### src/rtl/serial_arith_pkg.sv
// Shared definitions for the bit-serial arithmetic blocks (subtractor, adder).
package serial_arith_pkg;

    typedef enum logic [1:0] {
        IDLE = 2'd0,
        BUSY = 2'd1,
        DONE = 2'd2
    } serial_state_t;

    // Bit-counter width for a WIDTH-bit serial operation; never below one bit.
    function automatic int cnt_width(input int w);
        return (w <= 2) ? 1 : $clog2(w);
    endfunction

endpackage

### src/rtl/full_subtractor.sv
// Full subtractor built from two half subtractors: d = a - b - bin.
module full_subtractor (
    input  logic a,
    input  logic b,
    input  logic bin,
    output logic d,
    output logic bout
);

    logic d1;
    logic b1;
    logic b2;

    half_subtractor u_hs_ab (
        .a    (a),
        .b    (b),
        .d    (d1),
        .bout (b1)
    );

    half_subtractor u_hs_bin (
        .a    (d1),
        .b    (bin),
        .d    (d),
        .bout (b2)
    );

    assign bout = b1 | b2;

endmodule

### src/rtl/half_subtractor.sv
// Half subtractor: d = a - b, bout set when b exceeds a.
module half_subtractor (
    input  logic a,
    input  logic b,
    output logic d,
    output logic bout
);

    assign d    = a ^ b;
    assign bout = ~a & b;

endmodule

### src/rtl/serial_subtractor.sv
// Bit-serial subtractor: diff = a - b - borrow_in, one bit per cycle, LSB first.
//
// state | meaning
// IDLE  | waiting for start
// BUSY  | processing one bit per cycle, cnt = bit index
// DONE  | one-cycle result strobe; a new start is accepted here too
module serial_subtractor
    import serial_arith_pkg::*;
#(
    parameter int WIDTH = 8
) (
    input  logic             clk,
    input  logic             rst,
    input  logic             start,
    input  logic [WIDTH-1:0] a,
    input  logic [WIDTH-1:0] b,
    input  logic             borrow_in,
    output logic [WIDTH-1:0] diff,
    output logic             borrow_out,
    output logic             busy,
    output logic             done
);

    localparam int            CW       = cnt_width(WIDTH);
    localparam logic [CW-1:0] CNT_LAST = CW'(WIDTH - 1);

    serial_state_t state_q;
    serial_state_t state_d;

    logic [WIDTH-1:0] a_sh;
    logic [WIDTH-1:0] b_sh;
    // Holds the WIDTH-1 bits already produced; the final bit joins on the last edge.
    logic [WIDTH-2:0] res;
    logic [WIDTH-1:0] res_next;
    logic             br;
    logic [CW-1:0]    cnt;

    logic load;
    logic shift;
    logic last;
    logic d_bit;
    logic br_next;

    full_subtractor u_cell (
        .a    (a_sh[0]),
        .b    (b_sh[0]),
        .bin  (br),
        .d    (d_bit),
        .bout (br_next)
    );

    assign res_next = {d_bit, res};

    // Next-state and datapath control decode.
    always_comb begin
        state_d = state_q;
        load    = 1'b0;
        shift   = 1'b0;
        last    = 1'b0;
        case (state_q)
            IDLE: begin
                if (start) begin
                    load    = 1'b1;
                    state_d = BUSY;
                end
            end
            BUSY: begin
                shift = 1'b1;
                if (cnt == CNT_LAST) begin
                    last    = 1'b1;
                    state_d = DONE;
                end
            end
            DONE: begin
                if (start) begin
                    load    = 1'b1;
                    state_d = BUSY;
                end else begin
                    state_d = IDLE;
                end
            end
            default: state_d = IDLE;
        endcase
    end

    // State register.
    always_ff @(posedge clk) begin
        if (rst) begin
            state_q <= IDLE;
        end else begin
            state_q <= state_d;
        end
    end

    // Operand capture, per-bit shifting and bit counter.
    always_ff @(posedge clk) begin
        if (rst) begin
            a_sh <= '0;
            b_sh <= '0;
            res  <= '0;
            br   <= 1'b0;
            cnt  <= '0;
        end else if (load) begin
            a_sh <= a;
            b_sh <= b;
            br   <= borrow_in;
            cnt  <= '0;
        end else if (shift) begin
            a_sh <= {1'b0, a_sh[WIDTH-1:1]};
            b_sh <= {1'b0, b_sh[WIDTH-1:1]};
            res  <= res_next[WIDTH-1:1];
            br   <= br_next;
            // Return to zero on the last bit so the counter never wraps past its range.
            cnt  <= last ? '0 : cnt + 1'b1;
        end
    end

    // Registered outputs; the result only moves on the transition into DONE.
    always_ff @(posedge clk) begin
        if (rst) begin
            diff       <= '0;
            borrow_out <= 1'b0;
            busy       <= 1'b0;
            done       <= 1'b0;
        end else begin
            if (last) begin
                diff       <= res_next;
                borrow_out <= br_next;
            end
            busy <= (state_d == BUSY);
            done <= (state_d == DONE);
        end
    end

endmodule

### config.mk
export PLATFORM = sky130hd
export DESIGN_NAME = serial_subtractor
export DESIGN_NICKNAME = d
export VERILOG_FILES = /design/src/rtl/serial_arith_pkg.sv /design/src/rtl/full_subtractor.sv /design/src/rtl/half_subtractor.sv /design/src/rtl/serial_subtractor.sv
export SDC_FILE = /design/constraint.sdc
export NUM_CORES = 1
export LEC_CHECK = 0
export ABC_CLOCK_PERIOD_IN_PS = 2210
export CAP_MARGIN = 10
export CORE_MARGIN = 5
export CORE_UTILIZATION = 54
export CTS_CLUSTER_SIZE = 12
export DETAILED_ROUTE_END_ITERATION = 8
export PLACE_DENSITY = 0.88
export SETUP_SLACK_MARGIN = 0.3
export SLEW_MARGIN = 25
export SYNTH_ARGS = -nofsm -noshare
export SYNTH_HDL_FRONTEND = slang
export SYNTH_SLANG_ARGS = --single-unit
export TNS_END_PERCENT = 5
### constraint.sdc
create_clock -name clk -period 2.21 [get_ports clk]
set_clock_uncertainty 0.15 [all_clocks]
set_input_delay 0.5525 -clock clk [delete_from_list [all_inputs] [get_ports clk]]
set_output_delay 0.5525 -clock clk [all_outputs]
set_load 0.02 [all_outputs]
==> qor.yml <==
timing:
  setup_violations: 0
  setup_ws_ns: 0.192
  rsz0062_at_grt: "yes"
  tightest_slew_ns: 0.429
  finalHoldViolations: 0
  fin_crit_sh_pct: 91.3
  slew_viol_final: 0
  holdWs_ns: 0.312
  min_period_ns: 2.02
  max_slew_margin_pct: 71.4
finish:
  final_common_cell: "nand2_1"
  fin_area_um2: 1990
  fin_cells: 248
  lay_top_cells: "46 x nand2_1, 40 x dfxtp_1, 28 x clkdlybuf4s50_1"
  diodes: 0
  layout.nets: 239
  post-route-util_pct: 71.4
  final_layout_size_suffix_gt1_share_pct: 7.37
  area_delta_synth_final_pct: 25.5
pwr:
  pwr-share-clk_pct: 28.7
  total_power_mw: 1.34
  ir_drop_mv: 0.626
  power_frac_seq_pct: 57.9
  internal_power_mw: 0.999
  p_leak_nw: 0.721
  p_sw_share_pct: 25.5
  p_comb_share_pct: 13.5
synth:
  edf_count: 0
  ys.flops: 40
  largest_area_cell: "dfxtp_1"
  yosys.stat.seqShare_pct: 50.6
  postSynthNetCount: 210
  synth.cell_area_um2: 1580
  synthMostInstantiatedCell: "nand2_1"
  ys.flop_type: "dfxtp_1"
  synth_cell_types: 25
  top_area_share_pct: 50.6
  ys_cells: 187
  synthCells: 187
  ys_async_sr_fraction_pct: 0
  synthTopCellsByArea: "dfxtp_1 51%, nand2_1 11%, a311oi_1 7.2%"
  yosysWarnings: 0
  syn_avg_cell_area_um2: 8.46
routing:
  drt_iter0_drc: 103
  vias_per_cell: 5.78
  wl_per_cell_um: 14.7
  drc: 0
global_route:
  grt_max_degree: 41
  track_usage_pct: 18.7
  grt_overflow: 0
  grt_pass1_wl_um: 6130
  antenna_found_initial: 0
job:
  warning_count: 28
  timing.max_cap.violations: 0
clock_tree:
  cts_tree: "done"
  htreeDepth: 2
  cts.clk_slew.worst_paths_ns: 0.11
  cts_setup_buffers: 0
  clk_latency_ns: 0.35
  cts_root_buf: "clkbuf_4"
  numCtsBuffers: 5
die:
  die_w_um: 64.1
  fp.coreArea_um2: 2780
  fp_util_pct: 56.9
  die_area_um2: 4110
  io_pins: 31
  rows: 19
  die_h_um: 64.1
worst_setup_path:
  critPathCaptureType: "primary output"
  cp_num_cells: 1
  path_buffers: 1
  worstPathCellList: "clkdlybuf4s50_1"
  critPathLaunchType: "register"
  critical_path_class: "register to primary output"
  timing.rr.end: "diff[3]$_SDFFE_PP0P_"
  slowest_stage: "clkdlybuf4s50_1"
  crit_family: "buffers and inverters"
  r2r-start: "cnt[0]$_SDFFE_PP0P_"
  startpoint: "diff[6]$_SDFFE_PP0P_"
  cp_data_arrival_time_ns: 1.32
  r2r_cells: 5
  cp_max_fo: 2
  crit_end: "diff[6]"
placed_design:
  gp_congestion: 0.768
  placed_cells: 240
  io_buffers: 30
  dp_slack_ns: 0.298
  place_area_um2: 1930
  place_hpwl_um: 2540
hold_path:
  min_path_cells: 2
  worstHoldStart: "diff[5]$_SDFFE_PP0P_"
  hold_path_class: "register to register"
  min_to: "diff[5]$_SDFFE_PP0P_"
outcome:
  status: "complete, no violations"
==> kinds of logic (layout without fill, tap and decap cells) <==
family                     after synthesis  count (layout)  synth area share (%)
buffers and inverters                   17              47                  5.53
adders and majority gates                3               3                  2.85
and+or+nand+nor                         86              86                  23.4
DFF                                     40              40                  50.6
muxes                                    1               1                 0.632
AOI/OAI and AO/OA                       40              40                  17.0
==> worst register-to-register path, stage by stage (launching register included) <==
cell      delay [ns]
dfxtp_1         0.37
ha_1            0.16
ha_1            0.30
nand3b_1        0.36
nand2_1         0.17
a21oi_1         0.08
==> timing repair <==
action,CTS,global route
resized,1,1
setup endpoints to repair,11,10
pin swaps,0,0
==> power groups by stage <==
stage	Clock, mW	Combinational [mW]	Sequential [mW]
2_1_floorplan	0	0.109	0.787
3_3_place_gp	0	0.171	0.790
3_5_place_dp	0	0.179	0.791
4_1_cts	0.388	0.180	0.776
5_1_grt	0.422	0.198	0.780
6_report	0.384	0.181	0.776
==> routing by layer <==
| metal | wire length [µm] | vias up | global-route usage [%] |
|---|---|---|---|
| li1 | - | 701 | - |
| met1 | 1530 | 671 | 22.3 |
| met2 | 1830 | 50 | 31.0 |
| met3 | 192 | 12 | 5.08 |
| met4 | 91 | 0 | 9.16 |
| met5 | 0 | - | 0 |
==> state kept, by name, indices dropped and copies added (netlist names) <==
signal / count
a_sh: 8
b_sh: 8
borrow_out: 1
br: 1
busy: 1
cnt: 3
diff: 8
done: 1
res: 7
state_q: 2
==> layout make-up <==
class | instances | area, µm²
Sequential cell | 40 | 801
Fill cell | 217 | 796
Multi-Input combinational cell | 130 | 697
Tap cell | 31 | 38.8
Timing Repair Buffer | 38 | 387
Clock buffer | 8 | 58.8
Inverter | 1 | 3.75
Figure 1. Metal 1.
Drawn at 6 px/µm. Supply wires on this layer in gray.
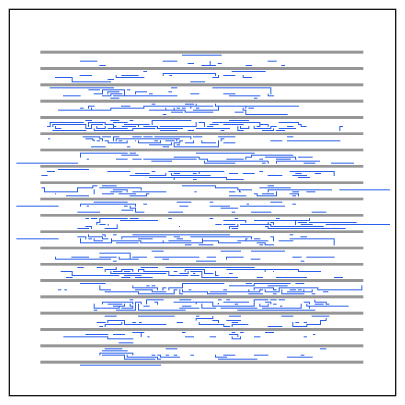
The layer carries 1530 µm of wire. 217 nets have wire on it. The layer holds 42% of the routed length.
M1 GR Usage: 22.3%
DR vias: 1434
final wirelength: 3640 µm

Figure 2. Metal 2.
Drawn at 4 px/µm. Cells faint in the background.
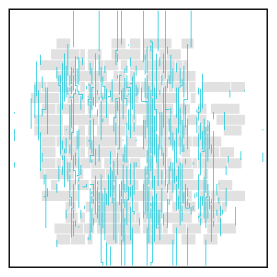
210 nets have wire on it. The layer carries 1830 µm of wire.
GR Layer Usage met2: 31.0%

Figure 3. M3 wires.
Drawn at 6 px/µm.
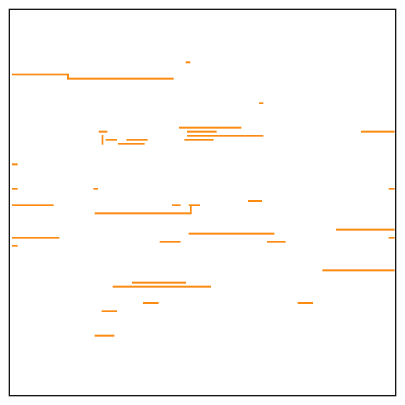
The layer carries 192 µm of wire. The wires run mostly horizontal. The layer holds 5.3% of the routed length.
met3 usage: 5.08%

Figure 4. I/O pins on the die edge.
Drawn at 6 px/µm. Pins as bars across the die edge, other pins in gray.
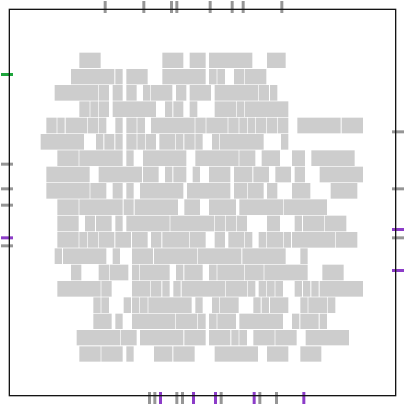
Purple stands for a, pins 8, direction input, edge 5 bottom, 2 right, 1 left. Green stands for clk, pins 1, direction input, edge left.
All pins by edge: 12 bottom, 8 top, 6 left, 5 right.

No activity file was given, so power comes from the tool's default toggle rates.
